[src/rtl/gauss_pkg.sv]
// gauss_pkg: kernel, normalisation constants and FSM state codes for the 5x5 Gaussian filter.
package gauss_pkg;
    localparam int KSUM = 159;
    localparam int NORM_RECIP = 412;
    localparam int NORM_SHIFT = 16;
    localparam logic [3:0] KERNEL [5][5] = '{
        '{4'd2, 4'd4,  4'd5,  4'd4,  4'd2},
        '{4'd4, 4'd9,  4'd12, 4'd9,  4'd4},
        '{4'd5, 4'd12, 4'd15, 4'd12, 4'd5},
        '{4'd4, 4'd9,  4'd12, 4'd9,  4'd4},
        '{4'd2, 4'd4,  4'd5,  4'd4,  4'd2}
    };
    localparam logic [2:0] IDLE  = 3'd0;
    localparam logic [2:0] FILL  = 3'd1;
    localparam logic [2:0] RUN   = 3'd2;
    localparam logic [2:0] FLUSH = 3'd3;
    localparam logic [2:0] DONE  = 3'd4;
endpackage

[src/rtl/gauss_line_buffer.sv]
// gauss_line_buffer: four-row pixel store addressed by the shared write column.
// taps[i] is the pixel at the current column from row r-1-i; rows shift down on each write.
module gauss_line_buffer #(
    parameter int IMG_W = 32,
    parameter int PIX_W = 8
) (
    input  logic                       clk,
    input  logic                       we,
    input  logic [$clog2(IMG_W)-1:0]   col,
    input  logic [PIX_W-1:0]           din,
    output logic [4*PIX_W-1:0]         taps
);
    logic [PIX_W-1:0] mem [4][IMG_W];

    for (genvar i = 0; i < 4; i++) begin : g_tap
        assign taps[i*PIX_W +: PIX_W] = mem[i][col];
    end

    always_ff @(posedge clk) begin
        if (we) begin
            mem[0][col] <= din;
            for (int i = 1; i < 4; i++) mem[i][col] <= mem[i-1][col];
        end
    end
endmodule

[src/rtl/gauss5x5_stream_filter.sv]
// gauss5x5_stream_filter: streaming 5x5 Gaussian smoothing (Canny stage 1), 3-stage pipe.
// Define GAUSS_ROUND_EN for round-half-up normalisation; default truncates.
module gauss5x5_stream_filter
    import gauss_pkg::*;
#(
    parameter int IMG_W = 32,
    parameter int IMG_H = 32,
    parameter int PIX_W = 8
) (
    input  logic                       clk,
    input  logic                       reset,
    input  logic                       start,
    input  logic                       in_valid,
    output logic                       in_ready,
    input  logic [PIX_W-1:0]           in_pixel,
    output logic                       out_valid,
    input  logic                       out_ready,
    output logic [PIX_W-1:0]           out_pixel,
    output logic [$clog2(IMG_H)-1:0]   out_row,
    output logic [$clog2(IMG_W)-1:0]   out_col,
    output logic                       busy,
    output logic                       frame_done
);
    localparam int RW = $clog2(IMG_H);
    localparam int CW = $clog2(IMG_W);
    localparam int SW = PIX_W + 8;
    localparam int PW = PIX_W + 17;
`ifdef GAUSS_ROUND_EN
    localparam logic [PW-1:0] RND = PW'(1) << (NORM_SHIFT - 1);
`else
    localparam logic [PW-1:0] RND = '0;
`endif

    logic [2:0]         state;
    logic [RW-1:0]      row, r1, r2;
    logic [CW-1:0]      col, c1, c2;
    logic [PIX_W-1:0]   win [5][5];
    logic [4*PIX_W-1:0] taps;
    logic [SW-1:0]      rsum [5];
    logic [SW-1:0]      rs [5];
    logic [SW-1:0]      total;
    logic [PW-1:0]      prod, q;
    logic               v1, v2, stall, xfer, last_col, last_px, win_ok;

    assign stall      = out_valid && !out_ready;
    assign in_ready   = (state == FILL || state == RUN) && !stall;
    assign xfer       = in_valid && in_ready;
    assign last_col   = col == CW'(IMG_W - 1);
    assign last_px    = last_col && row == RW'(IMG_H - 1);
    assign win_ok     = row >= RW'(4) && col >= CW'(4);
    assign busy       = state != IDLE;
    assign frame_done = state == DONE;

    gauss_line_buffer #(.IMG_W(IMG_W), .PIX_W(PIX_W)) u_lb (
        .clk(clk), .we(xfer), .col(col), .din(in_pixel), .taps(taps)
    );

    always_comb begin
        for (int i = 0; i < 5; i++) begin
            rsum[i] = '0;
            for (int j = 0; j < 5; j++) rsum[i] = rsum[i] + SW'(KERNEL[i][j]) * SW'(win[i][j]);
        end
        total = rs[0] + rs[1] + rs[2] + rs[3] + rs[4];
        prod  = PW'(total) * PW'(NORM_RECIP) + RND;
        q     = prod >> NORM_SHIFT;
    end

    // Window row 0 is the oldest line (r-4); the newest column enters at index 4.
    always_ff @(posedge clk) begin
        if (xfer) begin
            for (int i = 0; i < 5; i++) for (int j = 0; j < 4; j++) win[i][j] <= win[i][j+1];
            for (int i = 0; i < 4; i++) win[i][4] <= taps[(3-i)*PIX_W +: PIX_W];
            win[4][4] <= in_pixel;
            r1 <= row - RW'(2);
            c1 <= col - CW'(2);
        end
        if (!stall) begin
            rs <= rsum;
            r2 <= r1;
            c2 <= c1;
        end
    end

    always_ff @(posedge clk) begin
        if (reset) begin
            state     <= IDLE;
            row       <= '0;
            col       <= '0;
            v1        <= 1'b0;
            v2        <= 1'b0;
            out_valid <= 1'b0;
            out_pixel <= '0;
            out_row   <= '0;
            out_col   <= '0;
        end else begin
            if (state == IDLE && start) begin
                state <= FILL;
                row   <= '0;
                col   <= '0;
            end
            if (xfer) begin
                col <= last_col ? '0 : col + 1'b1;
                row <= last_col ? row + 1'b1 : row;
                if (last_px) state <= FLUSH;
                else if (state == FILL && row == RW'(4) && col == CW'(3)) state <= RUN;
            end
            if (state == FLUSH && !v1 && !v2 && (!out_valid || out_ready)) state <= DONE;
            if (state == DONE) state <= IDLE;
            // Every stage holds while the output register is blocked.
            if (!stall) begin
                v1        <= xfer && win_ok;
                v2        <= v1;
                out_valid <= v2;
                if (v2) begin
                    out_pixel <= |q[PW-1:PIX_W] ? '1 : q[PIX_W-1:0];
                    out_row   <= r2;
                    out_col   <= c2;
                end
            end
        end
    end
endmodule
[config.mk]
export PLATFORM = sky130hd
export DESIGN_NAME = gauss5x5_stream_filter
export DESIGN_NICKNAME = d
export VERILOG_FILES = /design/src/rtl/gauss_pkg.sv /design/src/rtl/gauss_line_buffer.sv /design/src/rtl/gauss5x5_stream_filter.sv
export SDC_FILE = /design/constraint.sdc
export NUM_CORES = 2
export LEC_CHECK = 0
export ABC_AREA = 1
export ABC_CLOCK_PERIOD_IN_PS = 16200
export CORE_MARGIN = 2
export CORE_UTILIZATION = 46
export CTS_BUF_LIST = sky130_fd_sc_hd__clkbuf_8
export DETAILED_ROUTE_END_ITERATION = 16
export PLACE_DENSITY = 0.69
export SYNTH_ARGS = -nofsm -noshare
export SYNTH_HDL_FRONTEND = slang
export SYNTH_SLANG_ARGS = --single-unit
[constraint.sdc]
create_clock -name clk -period 16.2 [get_ports clk]
set_input_delay 3.24 -clock clk [delete_from_list [all_inputs] [get_ports clk]]
set_output_delay 3.24 -clock clk [all_outputs]
set_load 0.02 [all_outputs]
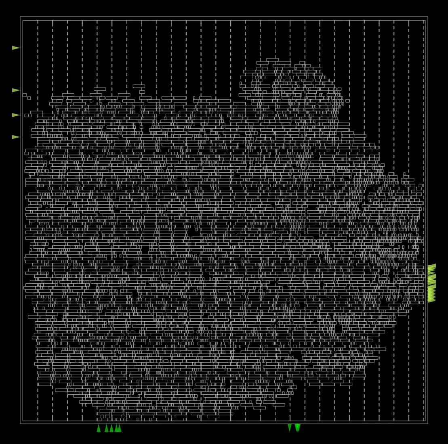
**Above:** cell placement.
layout filler cell count: 11900
core area: 140000 um2
Finished Layout Cells: 7358
Seq/total area: 56.7%

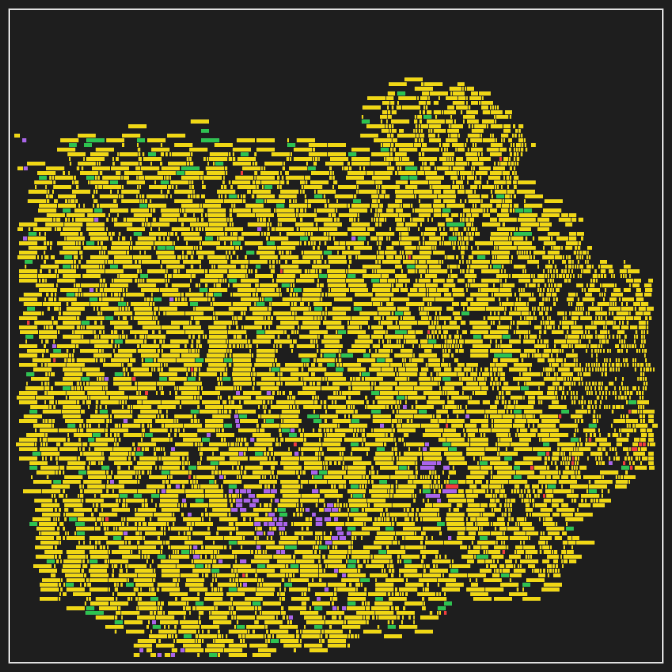
**Above:** cells by drive strength.
Key: x6 and larger = green [cells 232, share 4.2%, most used clkbuf_8]; x3 and x4 = purple [cells 106, share 1.9%, most used buf_4]; x2 = red [cells 32, share 0.58%, most used clkinv_2]; x1 and smaller = yellow [cells 5111, share 93%, most used edfxtp_1]
final worst slack: 8310 ps
Signal buffers: 102
fin area: 70900 um2
Layout area overhead: 9.65%

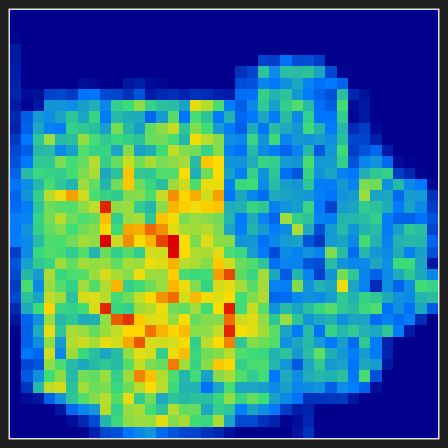
**Above:** signal metal coverage by tile.
38 x 38 tiles, from dark blue (low) to red (high), scaled to the fullest tile. Values are wire area over tile area, all layers added.
The emptiest ninth of the die: upper right. 27% of the tiles are over half the peak. 25% of the tiles are nearly empty.
total number of vias: 40100
wirelength, routed: 156000 um
routed len/inst: 21.2 um

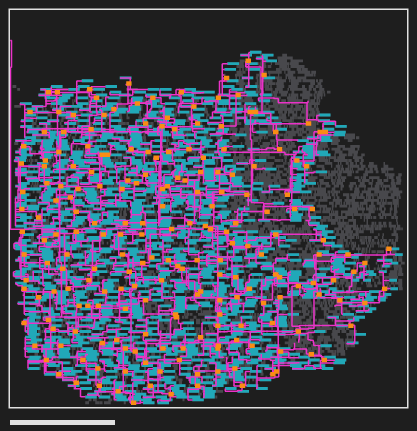
**Above:** routed clock nets over the placement.
The bar under the picture is 100 um long.
Key: flip-flops = cyan [count 1349]; clock wires = magenta [length 16600 um]; clock-net drivers = orange [count 208]
There are 209 routed clock nets.
clock skew: 73.2 ps

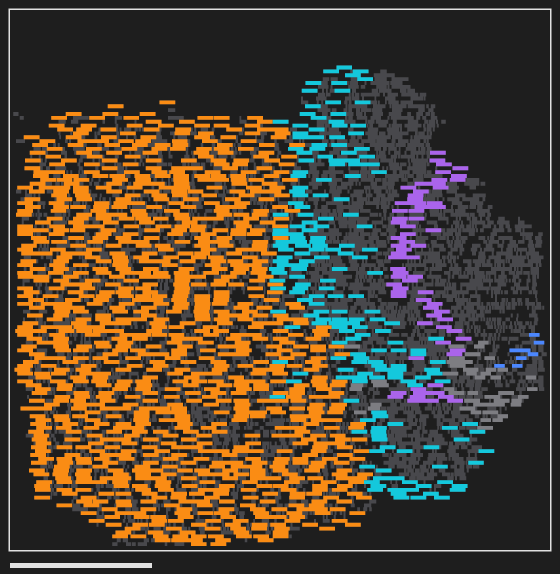
**Above:** sequential cells grouped by signal name.
The bar under the picture is 100 um long. Other sequential cells in the stronger gray, the rest of the logic in the fainter gray.
Key: u_lb.mem = orange [sequential cells 1024]; out_pixel = blue [sequential cells 8]; rs = purple [sequential cells 71]; win = cyan [sequential cells 200]
Another 46 sequential cells are not colored.
Flop area: 40200 um2
post-layout util: 50.8%

==> area by class of cell <==
class                           instances  area (um2)  area share, %
Sequential cell                      1349       40200           56.7
Multi-Input combinational cell       3008       21200           29.9
Clock buffer                          208        2860           4.04
Inverter                              652        2470           3.48
Tap cell                             1876        2350           3.31
Clock inverter                        162         950           1.34
Timing Repair Buffer                  102         901           1.27
Antenna cell                            1        2.50        0.00353
==> logic make-up (layout without fill, tap and decap cells) <==
group,after synthesis,count (layout)
DFF,1349,1349
xor gates and xnor gates,87,87
AOI/OAI and AO/OA,961,961
adders and majority gates,568,568
buffers and inverters,860,1124
muxes,13,13
other,0,1
and+or+nand+nor,1379,1379
==> critical path: stages <==
cell	delay [ps]
clkdlybuf4s50_1	470
nor2_2	80
nor3_2	220
clkdlybuf4s50_1	640
==> GITHUB_STEP_SUMMARY <==
## Synthesis and layout report

| Metric | Value |
|---|---|
| Status | `finished, final reports clean` |
| Hold depth | `0` |
| Crit path launch type | `input port` |
| 1st-pass router iterations | `5` |
| Syn. warnings | `0` |
| Placed instance area | `67100 um2` |
| OpenROAD warning count | `65` |
| IO buf count | `34` |
| CP arrival | `4650 ps` |
| Critical R2R Launch | `rs[3]` |
| # nets final | `5902` |
| Clock sink total | `1349` |
| XOR Share, Synth | `1.18%` |
| Mapped Cells | `5217` |
| Place WS | `8300 ps` |
| Simple-Gate Fraction of Synth Area | `8.51%` |
| Clock latency on the worst-skew pair | `960 ps` |
| Total GRT Usage | `21.7%` |
| Floorplan core density | `46.4%` |
| Ys async rst share | `0%` |
| Max-area cell share | `61.0%` |
| Root buffer cell | `clkbuf_8` |
| CP Max Fanout | `6` |
| Top flop regs | `u_lb.mem (1024), win (200), rs (71)` |
| Wire length on met2 | `74100 um` |
| Adder share | `14.1%` |
| Met2 usage | `35.2%` |
| Post-CTS Setup Inserts | `0` |
| IO Count | `35` |
| Hold endpoint | `r2[3]` |
| FF-to-FF path depth | `33` |
| Met3 usage in global routing | `3.68%` |
| Top Layout Cells | `edfxtp_1 (1315), inv_1 (716), nor2_1 (638)` |
| Vias in the first global route | `39200` |
| Cts hold-fix bufs | `0` |
| Die X | `379 um` |
| Final GP Congestion | `0.834` |
| Final setup vio count | `0` |
| Total gr overflow | `0` |
